`src/rtl/mcu_pkg.sv`:
```
// Shared definitions for the parametrised accumulator core: opcodes, FSM states
// and fault codes.
package mcu_pkg;

    localparam logic [3:0] OP_ADD   = 4'd0;
    localparam logic [3:0] OP_SUB   = 4'd1;
    localparam logic [3:0] OP_XCHG  = 4'd2;
    localparam logic [3:0] OP_IN    = 4'd3;
    localparam logic [3:0] OP_OUT   = 4'd4;
    localparam logic [3:0] OP_INC   = 4'd5;
    localparam logic [3:0] OP_MOV_M = 4'd6;
    localparam logic [3:0] OP_MOV_I = 4'd7;
    localparam logic [3:0] OP_JZ    = 4'd8;
    localparam logic [3:0] OP_PUSH  = 4'd9;
    localparam logic [3:0] OP_POP   = 4'd10;
    localparam logic [3:0] OP_RCL   = 4'd11;
    localparam logic [3:0] OP_CALL  = 4'd12;
    localparam logic [3:0] OP_RET   = 4'd13;
    localparam logic [3:0] OP_AND   = 4'd14;
    localparam logic [3:0] OP_HLT   = 4'd15;

    typedef enum logic [2:0] {
        ST_IDLE    = 3'd0,
        ST_FETCH   = 3'd1,
        ST_EXEC    = 3'd2,
        ST_WAIT_IN = 3'd3,
        ST_HALT    = 3'd4,
        ST_FAULT   = 3'd5
    } state_e;

    localparam logic [1:0] FLT_NONE = 2'd0;
    localparam logic [1:0] FLT_OVF  = 2'd1;
    localparam logic [1:0] FLT_UDF  = 2'd2;

    function automatic int max_w(input int a, input int b);
        return (a > b) ? a : b;
    endfunction

endpackage

```
`src/rtl/mcu_stack.sv`:
```
// Parametrised LIFO used for PUSH/POP and CALL/RET; the caller must not push
// when full or pop when empty.
module mcu_stack #(
    parameter int DEPTH = 16,
    parameter int W     = 4
) (
    input  logic         clk_i,
    input  logic         clear_i,
    input  logic         push_i,
    input  logic         pop_i,
    input  logic [W-1:0] wdata_i,
    output logic [W-1:0] rdata_o,
    output logic         full_o,
    output logic         empty_o
);

    localparam int SP_W  = $clog2(DEPTH + 1);
    localparam int IDX_W = (DEPTH > 1) ? $clog2(DEPTH) : 1;

    logic [W-1:0]     mem_q [DEPTH];
    logic [SP_W-1:0]  sp_q;
    logic [IDX_W-1:0] wr_idx_s;
    logic [IDX_W-1:0] rd_idx_s;

    assign wr_idx_s = IDX_W'(sp_q);
    assign rd_idx_s = IDX_W'(sp_q - 1'b1);
    assign rdata_o  = mem_q[rd_idx_s];
    assign full_o   = (sp_q == SP_W'(DEPTH));
    assign empty_o  = ~|sp_q;

    // Stack pointer: clear dominates, push and pop are never issued together
    always_ff @(posedge clk_i) begin
        if (clear_i) begin
            sp_q <= {SP_W{1'b0}};
        end else if (push_i) begin
            sp_q <= sp_q + 1'b1;
        end else if (pop_i) begin
            sp_q <= sp_q - 1'b1;
        end else begin
            sp_q <= sp_q;
        end
    end

    // Entry storage, no reset so contents need not be initialised
    always_ff @(posedge clk_i) begin
        if (push_i && !clear_i) begin
            mem_q[wr_idx_s] <= wdata_i;
        end
    end

endmodule

```
`src/rtl/mcu_core_param.sv`:
```
// Single-clock accumulator core with load/run/halt modes, valid/ready input
// and stack fault detection; 2 cycles per instruction (FETCH, EXEC).
module mcu_core_param
    import mcu_pkg::*;
#(
    parameter int DATA_W      = 4,
    parameter int ADDR_W      = 4,
    parameter int STACK_DEPTH = 16
) (
    input  logic                prog_clk,
    input  logic                reset,
    input  logic                run,
    input  logic                prog_we,
    input  logic [ADDR_W-1:0]   prog_addr,
    input  logic [4+ADDR_W-1:0] prog_data,
    input  logic                data_we,
    input  logic [DATA_W-1:0]   data_wdata,
    input  logic [DATA_W-1:0]   in_data,
    input  logic                in_valid,
    output logic                in_ready,
    output logic [DATA_W-1:0]   out_data,
    output logic                out_valid,
    output logic                halted,
    output logic [1:0]          fault,
    output logic [ADDR_W-1:0]   ip_dbg
);

    localparam int SW    = max_w(DATA_W, ADDR_W);
    localparam int IW    = 4 + ADDR_W;
    localparam int MEM_N = 2 ** ADDR_W;

    state_e            state_q;
    logic [IW-1:0]     pmem_q [MEM_N];
    logic [DATA_W-1:0] dmem_q [MEM_N];
    logic [IW-1:0]     ir_q;
    logic [DATA_W-1:0] a_q, b_q, a_d, b_d, out_data_q;
    logic [ADDR_W-1:0] ip_q, ip_d;
    logic              zf_q, zf_d;
    logic              out_valid_q, in_ready_q, halted_q;
    logic [1:0]        fault_q;

    logic [3:0]        op_s;
    logic [ADDR_W-1:0] opnd_s, ip_plus_s;
    logic [SW-1:0]     opnd_ext_s, stk_wdata_s, stk_rdata_s;
    logic [DATA_W-1:0] mem_rd_s;
    logic              idle_like_s, load_en_s, start_s, exec_s;
    logic              push_op_s, pop_op_s, ovf_s, udf_s;
    logic              stk_push_s, stk_pop_s, stk_clear_s, stk_full_s, stk_empty_s;

    assign op_s        = ir_q[IW-1 -: 4];
    assign opnd_s      = ir_q[ADDR_W-1:0];
    assign opnd_ext_s  = SW'(opnd_s);
    assign ip_plus_s   = ip_q + 1'b1;
    assign mem_rd_s    = dmem_q[opnd_s];

    assign idle_like_s = (state_q == ST_IDLE) || (state_q == ST_HALT) || (state_q == ST_FAULT);
    assign load_en_s   = idle_like_s && !reset;
    assign start_s     = idle_like_s && run;
    assign exec_s      = (state_q == ST_EXEC) && !reset;

    // Faulting stack instructions are caught here so they never touch the LIFO
    assign push_op_s   = (op_s == OP_PUSH) || (op_s == OP_CALL);
    assign pop_op_s    = (op_s == OP_POP) || (op_s == OP_RET);
    assign ovf_s       = push_op_s && stk_full_s;
    assign udf_s       = pop_op_s && stk_empty_s;
    assign stk_push_s  = exec_s && push_op_s && !stk_full_s;
    assign stk_pop_s   = exec_s && pop_op_s && !stk_empty_s;
    assign stk_clear_s = reset || start_s;
    assign stk_wdata_s = (op_s == OP_CALL) ? SW'(ip_plus_s) : SW'(b_q);

    mcu_stack #(
        .DEPTH (STACK_DEPTH),
        .W     (SW)
    ) u_stack (
        .clk_i   (prog_clk),
        .clear_i (stk_clear_s),
        .push_i  (stk_push_s),
        .pop_i   (stk_pop_s),
        .wdata_i (stk_wdata_s),
        .rdata_o (stk_rdata_s),
        .full_o  (stk_full_s),
        .empty_o (stk_empty_s)
    );

    // Program memory load port
    always_ff @(posedge prog_clk) begin
        if (load_en_s && prog_we) begin
            pmem_q[prog_addr] <= prog_data;
        end
    end

    // Data memory load port, shares the load address with program memory
    always_ff @(posedge prog_clk) begin
        if (load_en_s && data_we) begin
            dmem_q[prog_addr] <= data_wdata;
        end
    end

    // Instruction decode: next A, B, ZF and IP for the EXEC cycle
    always_comb begin
        a_d  = a_q;
        b_d  = b_q;
        zf_d = zf_q;
        ip_d = ip_plus_s;
        case (op_s)
            OP_ADD:   begin a_d = a_q + b_q;             zf_d = ~|a_d; end
            OP_SUB:   begin a_d = a_q - b_q;             zf_d = ~|a_d; end
            OP_XCHG:  begin a_d = b_q; b_d = a_q;        zf_d = ~|b_d; end
            OP_INC:   begin a_d = a_q + 1'b1;            zf_d = ~|a_d; end
            OP_MOV_M: begin a_d = mem_rd_s;              zf_d = ~|a_d; end
            OP_MOV_I: begin a_d = opnd_ext_s[DATA_W-1:0]; zf_d = ~|a_d; end
            OP_AND:   begin a_d = a_q & mem_rd_s;        zf_d = ~|a_d; end
            OP_POP:   begin b_d = stk_rdata_s[DATA_W-1:0]; zf_d = ~|b_d; end
            OP_RCL:   begin b_d = {b_q[DATA_W-2:0], b_q[DATA_W-1]}; zf_d = ~|b_d; end
            OP_JZ: begin
                if (zf_q) begin
                    ip_d = opnd_s;
                end else begin
                    ip_d = ip_plus_s;
                end
            end
            OP_CALL:  ip_d = opnd_s;
            OP_RET:   ip_d = stk_rdata_s[ADDR_W-1:0];
            OP_IN:    ip_d = ip_q;
            OP_HLT:   ip_d = ip_q;
            default:  ip_d = ip_plus_s;
        endcase
    end

    // Control FSM with architectural and output registers
    always_ff @(posedge prog_clk) begin
        if (reset) begin
            state_q     <= ST_IDLE;
            a_q         <= {DATA_W{1'b0}};
            b_q         <= {DATA_W{1'b0}};
            ip_q        <= {ADDR_W{1'b0}};
            zf_q        <= 1'b0;
            ir_q        <= {IW{1'b0}};
            out_data_q  <= {DATA_W{1'b0}};
            out_valid_q <= 1'b0;
            in_ready_q  <= 1'b0;
            halted_q    <= 1'b0;
            fault_q     <= FLT_NONE;
        end else begin
            out_valid_q <= 1'b0;
            case (state_q)
                ST_IDLE, ST_HALT, ST_FAULT: begin
                    if (run) begin
                        a_q      <= {DATA_W{1'b0}};
                        b_q      <= {DATA_W{1'b0}};
                        ip_q     <= {ADDR_W{1'b0}};
                        zf_q     <= 1'b0;
                        fault_q  <= FLT_NONE;
                        halted_q <= 1'b0;
                        state_q  <= ST_FETCH;
                    end
                end
                ST_FETCH: begin
                    ir_q    <= pmem_q[ip_q];
                    state_q <= ST_EXEC;
                end
                ST_EXEC: begin
                    if (ovf_s) begin
                        fault_q <= FLT_OVF;
                        state_q <= ST_FAULT;
                    end else if (udf_s) begin
                        fault_q <= FLT_UDF;
                        state_q <= ST_FAULT;
                    end else begin
                        a_q  <= a_d;
                        b_q  <= b_d;
                        zf_q <= zf_d;
                        ip_q <= ip_d;
                        case (op_s)
                            OP_IN: begin
                                in_ready_q <= 1'b1;
                                state_q    <= ST_WAIT_IN;
                            end
                            OP_HLT: begin
                                halted_q <= 1'b1;
                                state_q  <= ST_HALT;
                            end
                            OP_OUT: begin
                                out_data_q  <= a_q;
                                out_valid_q <= 1'b1;
                                state_q     <= ST_FETCH;
                            end
                            default: state_q <= ST_FETCH;
                        endcase
                    end
                end
                ST_WAIT_IN: begin
                    if (in_valid) begin
                        a_q        <= in_data;
                        zf_q       <= ~|in_data;
                        ip_q       <= ip_plus_s;
                        in_ready_q <= 1'b0;
                        state_q    <= ST_FETCH;
                    end
                end
                default: state_q <= ST_IDLE;
            endcase
        end
    end

    assign in_ready  = in_ready_q;
    assign out_data  = out_data_q;
    assign out_valid = out_valid_q;
    assign halted    = halted_q;
    assign fault     = fault_q;
    assign ip_dbg    = ip_q;

endmodule
```
`config.mk`:
```
export PLATFORM = sky130hd
export DESIGN_NAME = mcu_core_param
export DESIGN_NICKNAME = d
export VERILOG_FILES = /design/src/rtl/mcu_pkg.sv /design/src/rtl/mcu_stack.sv /design/src/rtl/mcu_core_param.sv
export SDC_FILE = /design/constraint.sdc
export NUM_CORES = 1
export LEC_CHECK = 0
export CAP_MARGIN = 20
export CORE_ASPECT_RATIO = 0.6
export CORE_MARGIN = 5
export CORE_UTILIZATION = 45
export DETAILED_ROUTE_END_ITERATION = 8
export PLACE_DENSITY = 0.75
export SETUP_SLACK_MARGIN = 0.02
export SKIP_LAST_GASP = 1
export SLEW_MARGIN = 20
export SYNTH_ARGS = -nofsm -noshare
export SYNTH_HDL_FRONTEND = slang
export SYNTH_HIERARCHICAL = 1
export SYNTH_SLANG_ARGS = --single-unit
```
`constraint.sdc`:
```
create_clock -name prog_clk -period 3.4 [get_ports prog_clk]
set_clock_uncertainty 0.1 [all_clocks]
set_input_delay 0.68 -clock prog_clk [delete_from_list [all_inputs] [get_ports prog_clk]]
set_output_delay 0.68 -clock prog_clk [all_outputs]
set_load 0.1 [all_outputs]
```
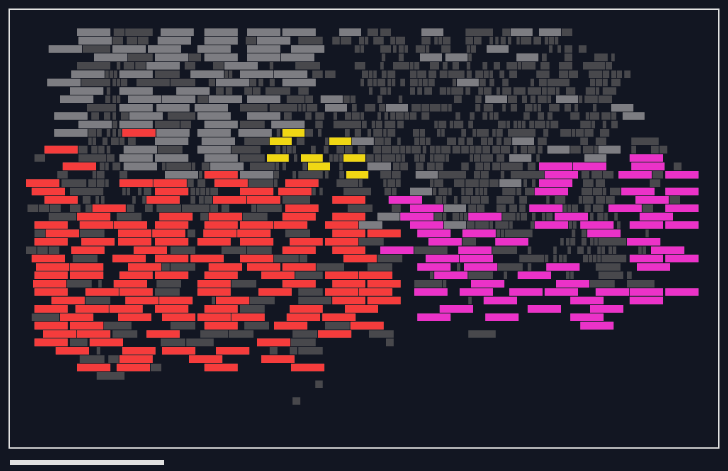
**Above:** run 1 (sequential cells grouped by signal name).
Bar = 50 um. Other sequential cells in the stronger gray, the rest of the logic in the fainter gray.
color	signal	flops
red	`pmem_q`	128
yellow	`ir_q`	8
magenta	`u_stack/mem_q`	64
not colored	94
Seq/total area: 56.3%
Reg area: 8450 um^2
seq pwr: 0.00398 W
Post-Route Utilization: 52.4%

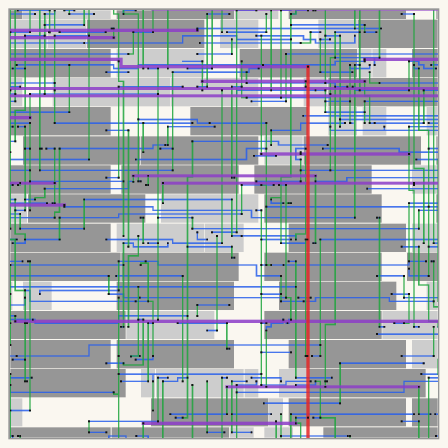
**Above:** run 1 (layout detail).
Region (37, 86) to (77, 126) um. Cells in gray, sequential cells in the stronger gray; small squares are vias.
color	layer
blue	M1
green	M2
purple	M3
red	M4
most frequent	edfxtp_1 (31), mux4_2 (5), mux2i_1 (4)
sequential cells in the window	31
cells with their middle in the window	57
netlist names of flops here include	`dmem_q` (29), `pmem_q` (2)

==> impl_metrics.yaml, run 1 <==
# yosys + openroad results
placed_design:
  dp_hpwl_um: 20800
  dpl_cell_area_um2: 14000
  placed_cells: 1313
  routabilityCongestion: 0.980
  numPortBuffers: 38
worst_setup_path:
  worstPathCellList: "inv_1, ha_1, xor2_2, buf_4, mux2i_1, a221oi_1, a32o_1, or4_1, nor3_1, a31oi_1, o21ai_0, a211o_1, a211oi_1, o32ai_1"
  worstSetupStartpoint: "u_stack/sp_q[1]"
  crit_type: "reg -> reg"
  cp.required_ns: 3.78
  r2r_cells: 14
  arrival_ns: 3.55
  ff2ff_setup_slack_ns: 0.23
  critPathLaunchType: "flop"
  cp_max_fo: 20
  slowest_delay_ns: 0.54
  endpoint_kind: "flop"
  crit_slowest_cell: "or4_1"
  crit_path_end: "zf_q"
  reg2reg_from: "u_stack/sp_q[1]"
  r2r_end: "zf_q"
die:
  die-area_um2: 32600
  fp_util_pct: 45.5
  ioPinCount: 39
  die_y_um: 142
  die_w_um: 230
  core-area_um2: 28600
  rows: 48
layout:
  area_growth_pct: 15.1
  final_cells: 1363
  fin_nets: 1011
  drive_above_1_share_pct: 18.8
  diodes: 0
  final_cell_area_um2: 15000
  nFillCells: 2302
power_and_ir_drop:
  p_per_area_nw_per_um2: 518
  p_comb_share_pct: 6.3
  peakVddDrop_v: 0.000535
  p_sw_share_pct: 21.9
  p_int_w: 0.00607
  p_seq_share_pct: 51.3
  power_switching_w: 0.00171
  p_leak_nw: 4.94
  clock_power_share_pct: 42.5
timing:
  min_period_ns: 3.17
  hold_viol_final: 0
  finalSetupTns_ns: 0
  worst_pin_slew_ns: 0.881
  finalSetupViolCount: 0
  finalCritPeriodShare_pct: 93.2
  final_max_slew_viol_count: 0
  clock.fmax_ghz: 0.315
  slew_headroom_pct: 40.8
  rsz0062_at_grt: "no"
clock_network:
  clkSinkCount: 294
  cts_buffer_depth: 3
  cts-resized-gates: 0
  cts_tree: "yes"
  post-cts-setup-buffers: 0
  cts-root-buf: "clkbuf_16"
  clkTransAtPathRegs_ns: 0.07
  htree_levels: 1
  cts_hold_buf: 0
job:
  tool_warnings: 36
  maxCapViolCount: 0
yosys:
  synth.most_common_cell: "edfxtp_1"
  edf_count: 256
  synth_seq_share_pct: 64.8
  top_area_cell: "edfxtp_1"
  syn_area_per_cell_um2: 14.6
  ys.warnings.count: 6
  synth_nets: 940
  syn_inst: 896
  synth_async_sr_flop_share_pct: 0
  ys.flop_type: "edfxtp_1"
  yosys-top-cells-count: "256 x edfxtp_1, 95 x nor2_1, 84 x nand2_1"
  syn-cell-area_um2: 13000
  numSynthFlops: 294
  yosysTopAreaCellShare_pct: 58.9
  top_cells_by_area: "edfxtp_1 59%, mux4_2 10%, dfxtp_1 5.8%"
  synthDistinctLibCells: 69
  synth_stat.cells: 896
  yosysChipArea_um2: 13000
drt:
  drt_pass1_iterations: 5
  ant_nets: 0
  num_vias: 8018
  drtIter0Drc: 975
  route.detailed.drc: 0
  routedWlPerCell_um: 22.0
  wirelength_um: 30100
  viasPerCell: 5.88
global_route:
  grt_pass1_vias: 7763
  grt_pass1_wl_um: 46600
  overflow: 0
  grt_usage_pct: 18.3
  antenna_found_initial: 0
  grt_max_degree: 29
hold_path:
  hp-class: "reg -> reg"
run_status:
  status: "complete, no violations"
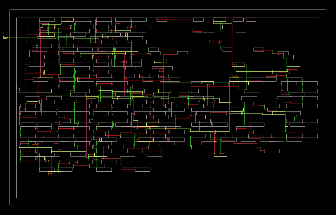
**Above:** run 1 (the clock network).
clkbuf count: 29
cts bufs inserted: 27
power in the clock group: 0.00330 W
clock latency at the later pin of the worst-skew pair: 0.56 ns

==> run 1: flip-flops by register name (all words and copies together), names as in the netlist <==
signal,count
a_q,4
zf_q,1
pmem_q,128
b_q,4
u_stack/mem_q,64
out_data,4
ip_dbg,4
halted,1
in_ready,1
fault,2
out_valid,1
dmem_q,64
ir_q,8
state_q,3
u_stack/sp_q,5
==> run 1: per-stage QoR <==
step	setup WS (ns)	util (%)	hold WS, ns	power (W)
2_1_floorplan	0.0539	-	0.359	0.00434
3_3_place_gp	0.379	49.0	0.369	0.00453
3_5_place_dp	0.266	49.0	0.379	0.00453
4_1_cts	0.275	52.4	0.395	0.00782
5_1_grt	0.0496	52.4	0.436	0.00802
6_report	0.230	52.4	0.389	0.00777
==> run 1: power by group through the flow <==
stage	registers, W	logic (W)	clock network, W
4_1_cts	0.00398	0.000476	0.00336
2_1_floorplan	0.00404	0.000296	0
5_1_grt	0.00398	0.000520	0.00351
3_5_place_dp	0.00406	0.000473	0
6_report	0.00398	0.000486	0.00330
3_3_place_gp	0.00406	0.000469	0
==> run 1: per-layer routing <==
| metal | part of all wire (%) | global-route usage (%) |
|---|---|---|
| met1 | 47 | 29.5 |
| met2 | 41 | 24.8 |
| met3 | 11 | 5.82 |
| met4 | 1.1 | 2.26 |
| met5 | 0 | 0 |
==> run 1: cells in the final DEF, fill, tap and decap left out, types with 18 or more instances in the layout <==
master           netlist  final
nor2_1                95     95
edfxtp_1             256    256
nor3_1                22     22
clkdlybuf4s50_1        0     25
buf_4                  2     67
a21oi_1               32     32
mux2i_1               27     27
o21ai_0               18     18
nand3_1               18     18
clkbuf_16              0     27
dfxtp_1               38     36
mux4_2                59     59
nand2_1               84     84
==> run 1: worst max-delay path, delay by kind of cell, from the launching register on <==
kind | cells | cell delay (ns)
flip-flops | 1 | 0.31
AND-OR/OR-AND | 7 | 0.88
XOR/XNOR | 1 | 0.14
adder cells (fa/ha/maj) | 1 | 0.26
multiplexers | 1 | 0.27
AND/OR/NAND/NOR | 2 | 0.72
buffers and inverters | 2 | 0.39
==> run 1: how the worst min path moves through the flow <==
stage | start | to | slack [ns] | depth (start not counted)
after floorplan | zf_q | zf_q | 0.36 | 2
after global placement | out_data[0] | out_data[0] | 0.37 | 2
after detailed placement | out_data[0] | out_data[0] | 0.38 | 2
after CTS | out_data[0] | out_data[0] | 0.39 | 2
after global routing | out_data[0] | out_data[0] | 0.44 | 2
final | out_data[0] | out_data[0] | 0.39 | 2
==> run 1: area by class of cell <==
class	instances	area, um^2	area share [%]
Sequential cell	294	8450	56.3
Multi-Input combinational cell	536	4300	28.6
Timing Repair Buffer	93	773	5.15
Clock buffer	29	683	4.55
Tap cell	375	469	3.13
Clock inverter	21	285	1.90
Inverter	15	56.3	0.375
==> run 1: logic make-up (layout without fill, tap and decap cells) <==
kind of cell	after synthesis	count (layout)	synth area share (%)
buf+inv	66	158	2.28
xor+xnor	16	16	1.13
simple gates	287	287	10.2
compound gates	123	123	6.64
mux	92	92	13.1
flops	294	294	64.8
fa+ha+maj	18	18	1.84
**Run 1: wiring by layer**

Two of the layers only.
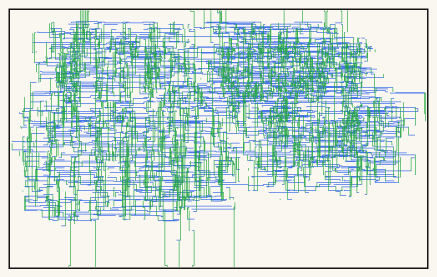

==> run 2: changes to the inputs <==
--- a/config.mk
+++ b/config.mk
@@ -10,7 +10,7 @@
 export CORE_MARGIN = 5
 export CORE_UTILIZATION = 45
 export DETAILED_ROUTE_END_ITERATION = 8
-export PLACE_DENSITY = 0.75
+export PLACE_DENSITY = 0.62
 export SETUP_SLACK_MARGIN = 0.02
 export SKIP_LAST_GASP = 1
 export SLEW_MARGIN = 20
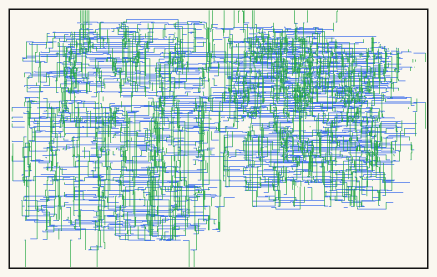
**Above:** run 2 (wiring by layer).
Two of the layers only.
color	layer	wire length
green	M2	11,700 um
blue	M1	14,900 um
All-Layer GR Usage: 18.5%
vias post-DR: 7,854

==> run 2 against run 1 <==
Count of clock-buffer cells in the layout increased by 4. Worst hold slack worse by 0.0028 ns. Via count decreased by 2.0%. First-iteration DRC count down 11%. Combinational power decreased by 2%. Die area stayed put. Synthesized cell count stayed put. Largest cell class unchanged. Cell count rose by 0.59%. Critical endpoint unchanged. Critical path depth decreased by 1.
==> impl_metrics.yaml, run 2 <==
# yosys + openroad results
timing:
  finalCritPeriodShare_pct: 91.8
  finalSetupTns_ns: 0
  min_period_ns: 3.12
  slew_headroom_pct: 43.9
  hold_ws_ns: 0.386
  worst_pin_slew_ns: 0.835
  hold_viol_final: 0
  finalSetupViolCount: 0
  rsz0062_at_grt: "no"
  clock.fmax_ghz: 0.320
  final_max_slew_viol_count: 0
yosys:
  xor_share_pct: 1.13
  synth_async_sr_flop_share_pct: 0
  synth.mux.area_fraction_pct: 13.1
  top_area_cell: "edfxtp_1"
  syn_area_per_cell_um2: 14.6
  ys.flop_type: "edfxtp_1"
  synth_stat.cells: 896
  ys_sh_simple_pct: 10.2
  edf_count: 256
  aoi_share_pct: 6.64
  yosys-top-cells-count: "256 x edfxtp_1, 95 x nor2_1, 84 x nand2_1"
  synth.most_common_cell: "edfxtp_1"
  yosysTopAreaCellShare_pct: 58.9
  ys.warnings.count: 6
  numSynthFlops: 294
  fa_ha_area_share_pct: 1.84
  top_cells_by_area: "edfxtp_1 59%, mux4_2 10%, dfxtp_1 5.8%"
  synth_nets: 940
  synth_seq_share_pct: 64.8
  synthDistinctLibCells: 69
  syn_inst: 896
  logic_family: "multiplexers"
  yosysChipArea_um2: 13000
  syn-cell-area_um2: 13000
power_and_ir_drop:
  power_switching_w: 0.00166
  p_per_area_nw_per_um2: 499
  p_int_w: 0.00584
  p_comb_share_pct: 6.4
  p_seq_share_pct: 53.2
  clock_power_share_pct: 40.5
  p_sw_share_pct: 22.1
  p_total_w: 0.00750
  p_leak_nw: 4.96
  peakVddDrop_v: 0.000352
layout:
  fin_nets: 1021
  diodes: 0
  nFillCells: 2384
  top_register: "pmem_q"
  logic_area_um2: 4310
  drive_above_1_share_pct: 19.7
  final_cell_mix: "256 x edfxtp_1, 95 x nor2_1, 84 x nand2_1, 76 x buf_4, 59 x mux4_2"
  final_cell_area_um2: 15000
  area_growth_pct: 15.2
  layout_top_cell: "edfxtp_1"
  largest_reg_flops: 128
  top_regs: "pmem_q: 128 flops, dmem_q: 64 flops, u_stack/mem_q: 64 flops"
  seq_area_um2: 8450
worst_setup_path:
  reg2reg_from: "u_stack/sp_q[1]"
  cp_max_fo: 9
  slowest_delay_ns: 0.38
  arrival_ns: 3.45
  critPathLaunchType: "flop"
  crit_path_end: "zf_q"
  crit_type: "reg -> reg"
  endpoint_kind: "flop"
  cp.required_ns: 3.73
  r2r_cells: 13
  ff2ff_setup_slack_ns: 0.28
  worstPathCellList: "inv_1, ha_2, xor2_4, buf_4, mux2i_1, a221oi_1, a32o_1, nor3_1, a31oi_1, o21ai_0, a211o_1, a211oi_1, o32ai_1"
  r2r_end: "zf_q"
  crit_slowest_cell: "a221oi_1"
  worstSetupStartpoint: "u_stack/sp_q[1]"
placed_design:
  dpl_cell_area_um2: 14100
  numPortBuffers: 38
  routabilityCongestion: 0.938
  dp_hpwl_um: 21000
clock_network:
  cts_hold_buf: 0
  clkSinkCount: 294
  post-cts-setup-buffers: 0
  cts_buffers: 28
  clock.latency.late_pin_ns: 0.57
  cts_buffer_depth: 3
  cts-root-buf: "clkbuf_16"
  cts-resized-gates: 0
  clkTransAtPathRegs_ns: 0.07
  htree_levels: 1
  cts_tree: "yes"
drt:
  viasPerCell: 5.73
  drtIter0Drc: 872
  drt_pass1_iterations: 5
  ant_nets: 0
  routedWlPerCell_um: 21.7
  wirelength_um: 29700
  route.detailed.drc: 0
run_status:
  status: "complete, no violations"
hold_path:
  hp-class: "reg -> reg"
global_route:
  grt_max_degree: 40
  overflow: 0
  grt_pass1_vias: 7783
  grt_pass1_wl_um: 46800
  antenna_found_initial: 0
die:
  rows: 48
  ioPinCount: 39
  die-area_um2: 32600
  die_y_um: 142
  die_w_um: 230
  core-area_um2: 28600
  fp_util_pct: 45.5
job:
  tool_warnings: 36
  maxCapViolCount: 0
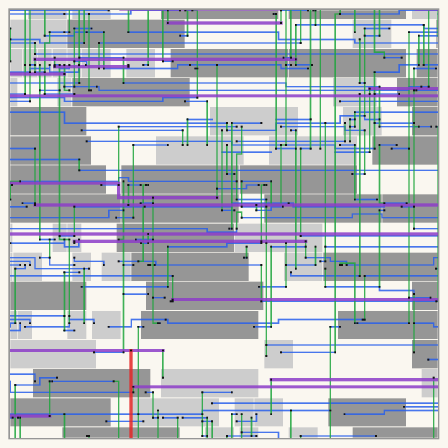
**Above:** run 2 (layout detail).
Region (37, 86) to (77, 126) um. Cells in gray, sequential cells in the stronger gray; small squares are vias.
color	layer
blue	M1
purple	M3
green	M2
red	M4
most frequent	edfxtp_1 (22), nor2_1 (7), buf_4 (6)
netlist names of flops here include	`dmem_q` (20), `pmem_q` (2)
sequential cells in the window	23
cells with their middle in the window	54

==> run 2: cell counts after synthesis <==
No cell type changed its count.
==> run 2: routing by layer <==
layer | share of wire (%) | track usage (%) | up-vias | routed length (um)
met2 | 39 | 24.8 | 298 | 11700
met5 | 0 | 0 | - | 0
met3 | 9.0 | 4.68 | 38 | 2690
li1 | - | - | 3628 | -
met4 | 1.6 | 3.05 | 0 | 472
met1 | 50 | 30.6 | 3890 | 14900
==> run 2: metrics by stage <==
step | setup WS (ns) | std cells | util (%)
floorplan | 0.0539 | 896 | -
global placement | 0.176 | 1322 | 49.3
detailed placement | 0.139 | 1322 | 49.3
CTS | 0.133 | 1371 | 52.4
global route | 0.120 | 1371 | 52.4
finish | 0.280 | 1371 | 52.4
==> run 2: power by group through the flow <==
stage	Clock [W]	Combinational [W]	Sequential (W)
after floorplan	0	0.000296	0.00404
after global placement	0	0.000470	0.00407
after detailed placement	0	0.000473	0.00407
after CTS	0.00311	0.000474	0.00399
after global routing	0.00329	0.000516	0.00399
final	0.00304	0.000478	0.00399
==> run 2: layout make-up <==
cell class,count,area share (%)
sequential,294,56.3
multi-input combinational,536,28.7
timing repair buffer,102,5.60
clock buffer,33,4.92
tap,375,3.12
clock inverter,16,1.05
inverter,15,0.375
==> run 2: cell families (layout without fill, tap and decap cells) <==
| kind of cell | Yosys count | count (layout) |
|---|---|---|
| DFF | 294 | 294 |
| xor gates and xnor gates | 16 | 16 |
| and+or+nand+nor | 287 | 287 |
| adders and majority gates | 18 | 18 |
| muxes | 92 | 92 |
| AOI/OAI and AO/OA | 123 | 123 |
| buffers and inverters | 66 | 166 |
==> run 2: worst min-delay path by stage <==
stage	from	end	slack, ns	cells after the start
after global routing	zf_q	zf_q	0.44	2
final	out_data[1]	out_data[1]	0.39	2
after floorplan	zf_q	zf_q	0.36	2
after global placement	out_data[1]	out_data[1]	0.37	2
after detailed placement	out_data[1]	out_data[1]	0.38	2
after CTS	out_data[1]	out_data[1]	0.39	2
==> run 2: worst max-delay path, delay by kind of cell, from the launching register on <==
| kind | cells | cell delay, ns |
|---|---|---|
| AOI/OAI and AO/OA | 7 | 1.54 |
| xor gates and xnor gates | 1 | 0.35 |
| DFF | 1 | 0.32 |
| buffers and inverters | 2 | 0.28 |
| adders and majority gates | 1 | 0.26 |
| and+or+nand+nor | 1 | 0.09 |
| muxes | 1 | 0.08 |
No activity file was given, so power comes from the tool's default toggle rates.
